==> config.mk <==
export PLATFORM = sky130hd
export DESIGN_NAME = debounce_sync
export DESIGN_NICKNAME = d
export VERILOG_FILES = /design/src/rtl/debounce_sync.sv
export SDC_FILE = /design/constraint.sdc
export NUM_CORES = 1
export LEC_CHECK = 0
export CAP_MARGIN = 15
export CORE_AREA = 8 8 45 47
export DETAILED_ROUTE_END_ITERATION = 12
export DIE_AREA = 0 0 53 55
export HOLD_SLACK_MARGIN = 0.08
export PLACE_DENSITY = 0.65
export SLEW_MARGIN = 20
export SYNTH_ARGS = -nofsm -noshare
export SYNTH_HDL_FRONTEND = slang
export SYNTH_SLANG_ARGS = --single-unit
==> constraint.sdc <==
create_clock -name clk -period 1.4 [get_ports clk]
set_input_delay 0.28 -clock clk [delete_from_list [all_inputs] [get_ports clk]]
set_output_delay 0.28 -clock clk [all_outputs]
set_load 0.05 [all_outputs]
run_1/gate_families.png
Scale: 8 px per um.
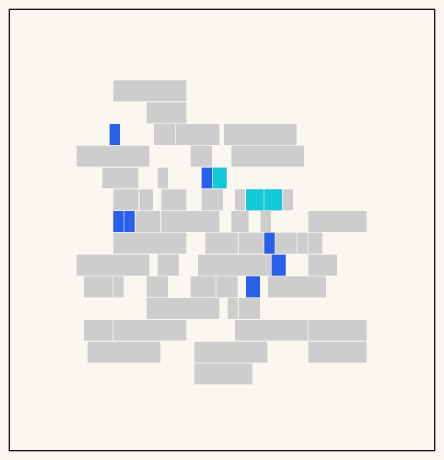
colour	family	cells
cyan	inverting AOI/OAI gates	3
blue	NOR gates	7
Finished Layout Cells: 74
Top cell excl fill/tap: dfrtp_1
logic share of the area: 27.3%

run_1/registers.png
Scale: 6 px per um.
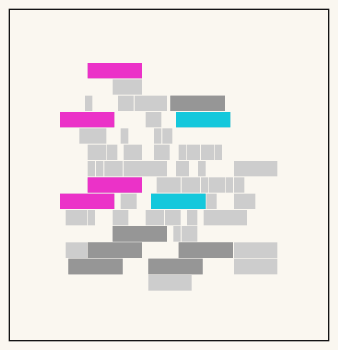
colour	signal	placed flops
cyan	state	2
magenta	cnt	4
not coloured	6
Power Sequential: 368 uW
final core occ: 51.7%
Flop area: 300 um^2
sequential cell area share: 42.0%

run_1/port_nets.png
Scale: 6 px per um.
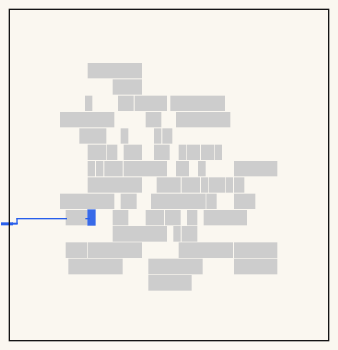
colour	port	direction	end cells	wire
blue	reset	input	1	10.5 um
Port Buffers: 8
num ports: 9

run_1/density.png
Scale: 4 px per um. The die is cut into 11 by 11 equal tiles; dark purple is low, yellow is high, 0 to 100% covered.
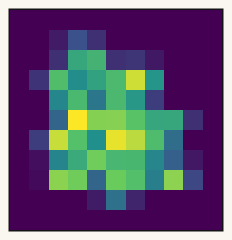
fullest tile	100%
mean over tiles	24%
tiles over 75% full	9.9%
densest ninth of the die	centre
emptiest ninth of the die	upper right
Core Box Area: 0.00138 mm^2
Starting Density: 37.0%

==> impl_metrics.ini, run 1 <==
; synthesis and place-and-route metrics
[cells_and_area]
fin_area_um2 = 716
dominant_cells = sequential cells
largest_reg_flops = 4
nMultiInputCombCells = 27
fillers = 121
final_cell_mix = 12 x dfrtp_1, 5 x inv_1, 5 x nor2_1, 5 x buf_12
clock_cell_area_share_pct = 5.07
logic_area_um2 = 195

[clocking]
cts_hold_buf = 0
cts_tree = yes
post-cts-setup-buffer-count = 0
cts_sinks = 12

[route]
firstDrtPassIters = 2
vias = 352
wl_met1_um = 393
routed_via_density = 4.76
met2_length_um = 380

[synthesis]
ys_sh_aoi_pct = 8.07
yosysWarnings = 0
netlist_area_um2 = 512
ys_ff = 12
ys_chip_area_um2 = 512
yosys.area_share.simple_pct = 17.4
synth.distinct_cells = 19
ys_seq_share_pct = 58.7

[timing]
maxSlewViolCount = 0
timing.final.crit_share_pct = 96.0
layout_min_cycle_time_ns = 1.34
fin_skew_ns = 0.00161
fin_ws_ns = 0.0565

[power_and_ir_drop]
power_leader = sequential cells
p_leak_nw = 0.361
power_density_mw_per_mm2 = 985
pwr-share-clk_pct = 37.6
total_power_uw = 705
power_frac_seq_pct = 52.2
vdd_drop_max_v = 0.000744
net-switching-power_uw = 155
swShare_pct = 22.1

[global_routing]
grt_use_met2_pct = 9.77
grt_pass1_vias = 336
antenna_found_initial = 0
use_met3_pct = 1.87
grt_overflow = 0
grt-busiest-layer = met2

[place]
dp.cells = 70

[run_status]
status = finished clean

[critical_path]
ff2ff_setup_slack_ns = 0.06
path_class = reg -> reg
slowest_delay_ns = 0.40

[die]
dieArea_mm2 = 0.00292

[job]
warnings = 27
--- run 2 (diff from run 1) ---
Settings changed: CAP_MARGIN 15 to 10, CORE_AREA 8 8 45 47 to 2 2 39 41, DIE_AREA 0 0 53 55 to 0 0 41 43.
run_2/density.png
Scale: 6 px per um. The die is cut into 8 by 9 equal tiles; dark purple is low, yellow is high, 0 to 100% covered.
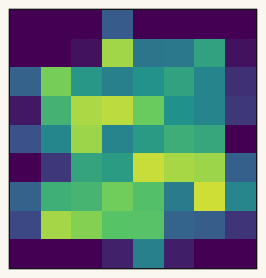
tiles over 75% full	18%
mean over tiles	39%
emptiest ninth of the die	upper left
final core occ: 51.5%

run_2/port_nets.png
Scale: 8 px per um.
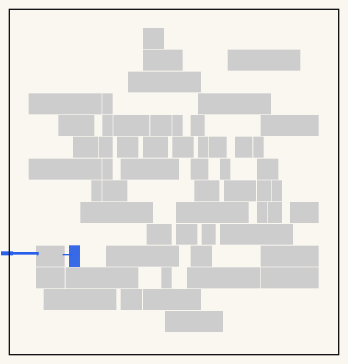
colour	port	direction	end cells	wire
blue	reset	input	1	4.30 um

==> impl_metrics.ini, run 2 <==
; synthesis and place-and-route metrics
[cells_and_area]
nMultiInputCombCells = 27
final_cell_mix = 12 x dfrtp_1, 5 x inv_1, 5 x nor2_1, 5 x buf_12
comb_share_pct = 27.0
seq_area_share_pct = 42.1
final_cells = 74
regArea_um2 = 300
largest_reg_flops = 4
logic_area_um2 = 193
dominant_cells = sequential cells
mostFrequentLayoutCell = dfrtp_1
clock_cell_area_share_pct = 5.09
fillers = 135

[clocking]
post-cts-setup-buffer-count = 0
cts_sinks = 12
cts_hold_buf = 0

[route]
firstDrtPassIters = 3
vias = 336
met2_length_um = 308

[synthesis]
ys_ff = 12
yosysWarnings = 0
yosys.area_share.simple_pct = 17.4
ys_seq_share_pct = 58.7
synth.distinct_cells = 19
ys_chip_area_um2 = 512

[die]
core_area_mm2 = 0.00138
dieArea_mm2 = 0.00176

[place]
port_buffers = 8
dp.cells = 70

[power_and_ir_drop]
total_power_uw = 708
power_frac_seq_pct = 51.9
p_leak_nw = 0.362
vdd_drop_max_v = 0.000481
pwr-share-clk_pct = 38.1
power_leader = sequential cells
power_density_mw_per_mm2 = 992

[critical_path]
ff2ff_setup_slack_ns = 0.07
slowest_delay_ns = 0.39
path_class = reg -> reg

[timing]
timing.final.crit_share_pct = 95.3
maxSlewViolCount = 0

[run_status]
status = finished clean

[global_routing]
use_met3_pct = 3.14
grt_use_met2_pct = 13.8
--- run 3 (diff from run 2) ---
Settings changed: PLACE_DENSITY 0.65 to unset, PLACE_DENSITY_LB_ADDON set to 0.15.
run_3/density.png
Scale: 6 px per um. The die is cut into 8 by 9 equal tiles; dark purple is low, yellow is high, 0 to 100% covered.
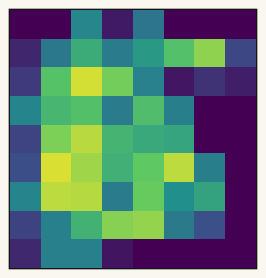
mean over tiles	40%
nearly empty tiles	22%
tiles over 75% full	18%
fullest tile	94%
final core occ: 52.8%

run_3/gate_families.png
Scale: 12 px per um.
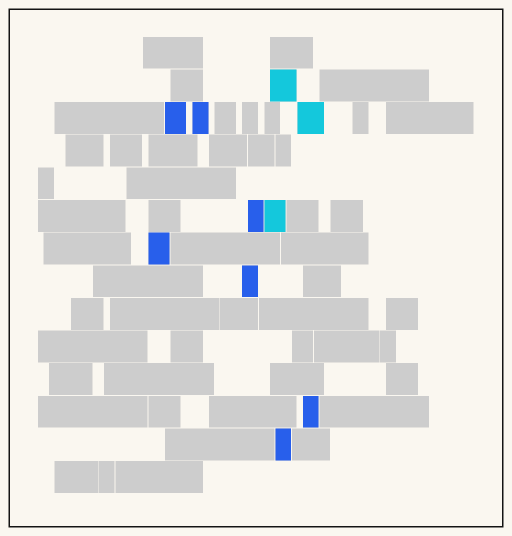
colour	family	cells
blue	NOR gates	7
cyan	inverting AOI/OAI gates	3
Finished Layout Cells: 76
logic share of the area: 26.7%

==> impl_metrics.ini, run 3 <==
; synthesis and place-and-route metrics
[route]
firstDrtPassIters = 3
wl_met1_um = 399
vias = 354
met2_length_um = 379
routed_via_density = 4.66

[synthesis]
ys_ff = 12
ys_sh_aoi_pct = 8.07
ys_seq_share_pct = 58.7
yosysWarnings = 0
async_flop_share_pct = 100
ys_chip_area_um2 = 512
synth.distinct_cells = 19
yosys.area_share.simple_pct = 17.4
edf_count = 0
netlist_area_um2 = 512

[power_and_ir_drop]
swShare_pct = 23.0
power_frac_seq_pct = 51.5
vdd_drop_max_v = 0.000605
pwr-share-clk_pct = 38.6
total_power_uw = 713
power_leader = sequential cells
power_density_mw_per_mm2 = 975
internal-power_uw = 549
p_leak_nw = 0.371
net-switching-power_uw = 164

[cells_and_area]
fillers = 119
largest_reg_flops = 4
regArea_um2 = 300
fin_area_um2 = 731
nMultiInputCombCells = 27
final_cell_mix = 12 x dfrtp_1, 5 x inv_1, 5 x nor2_1, 5 x buf_12, 4 x buf_4
seq_area_share_pct = 41.1
clock_cell_area_share_pct = 4.97
logic_area_um2 = 195
dominant_cells = sequential cells
antenna_cells = 0
mostFrequentLayoutCell = dfrtp_1

[die]
initCoreUtil_pct = 37.0
core_area_mm2 = 0.00138
io_pins = 9
dieArea_mm2 = 0.00176

[global_routing]
grt_pass1_wl_um = 1500
grt_pass1_vias = 349
use_met3_pct = 4.71
grt_overflow = 0
grt-busiest-layer = met1
antenna_found_initial = 0
grt_use_met2_pct = 17.2

[timing]
maxSlewViolCount = 0
fin_skew_ns = 0.00196
worst_pin_slew_ns = 0.462
timing.final.crit_share_pct = 94.8
layout_min_cycle_time_ns = 1.33
fin_ws_ns = 0.0724

[critical_path]
slowest_delay_ns = 0.39
ff2ff_setup_slack_ns = 0.07
crit_arrival_ns = 1.49
path_class = reg -> reg

[job]
drv_cap = 0
warnings = 27

[place]
dp.cells = 70

[run_status]
status = finished clean

[clocking]
cts.path.max_buffers = 2
cts_sinks = 12
post-cts-setup-buffer-count = 0
cts_tree = yes
cts_hold_buf = 0
Power is estimated from default activity; no workload was simulated.
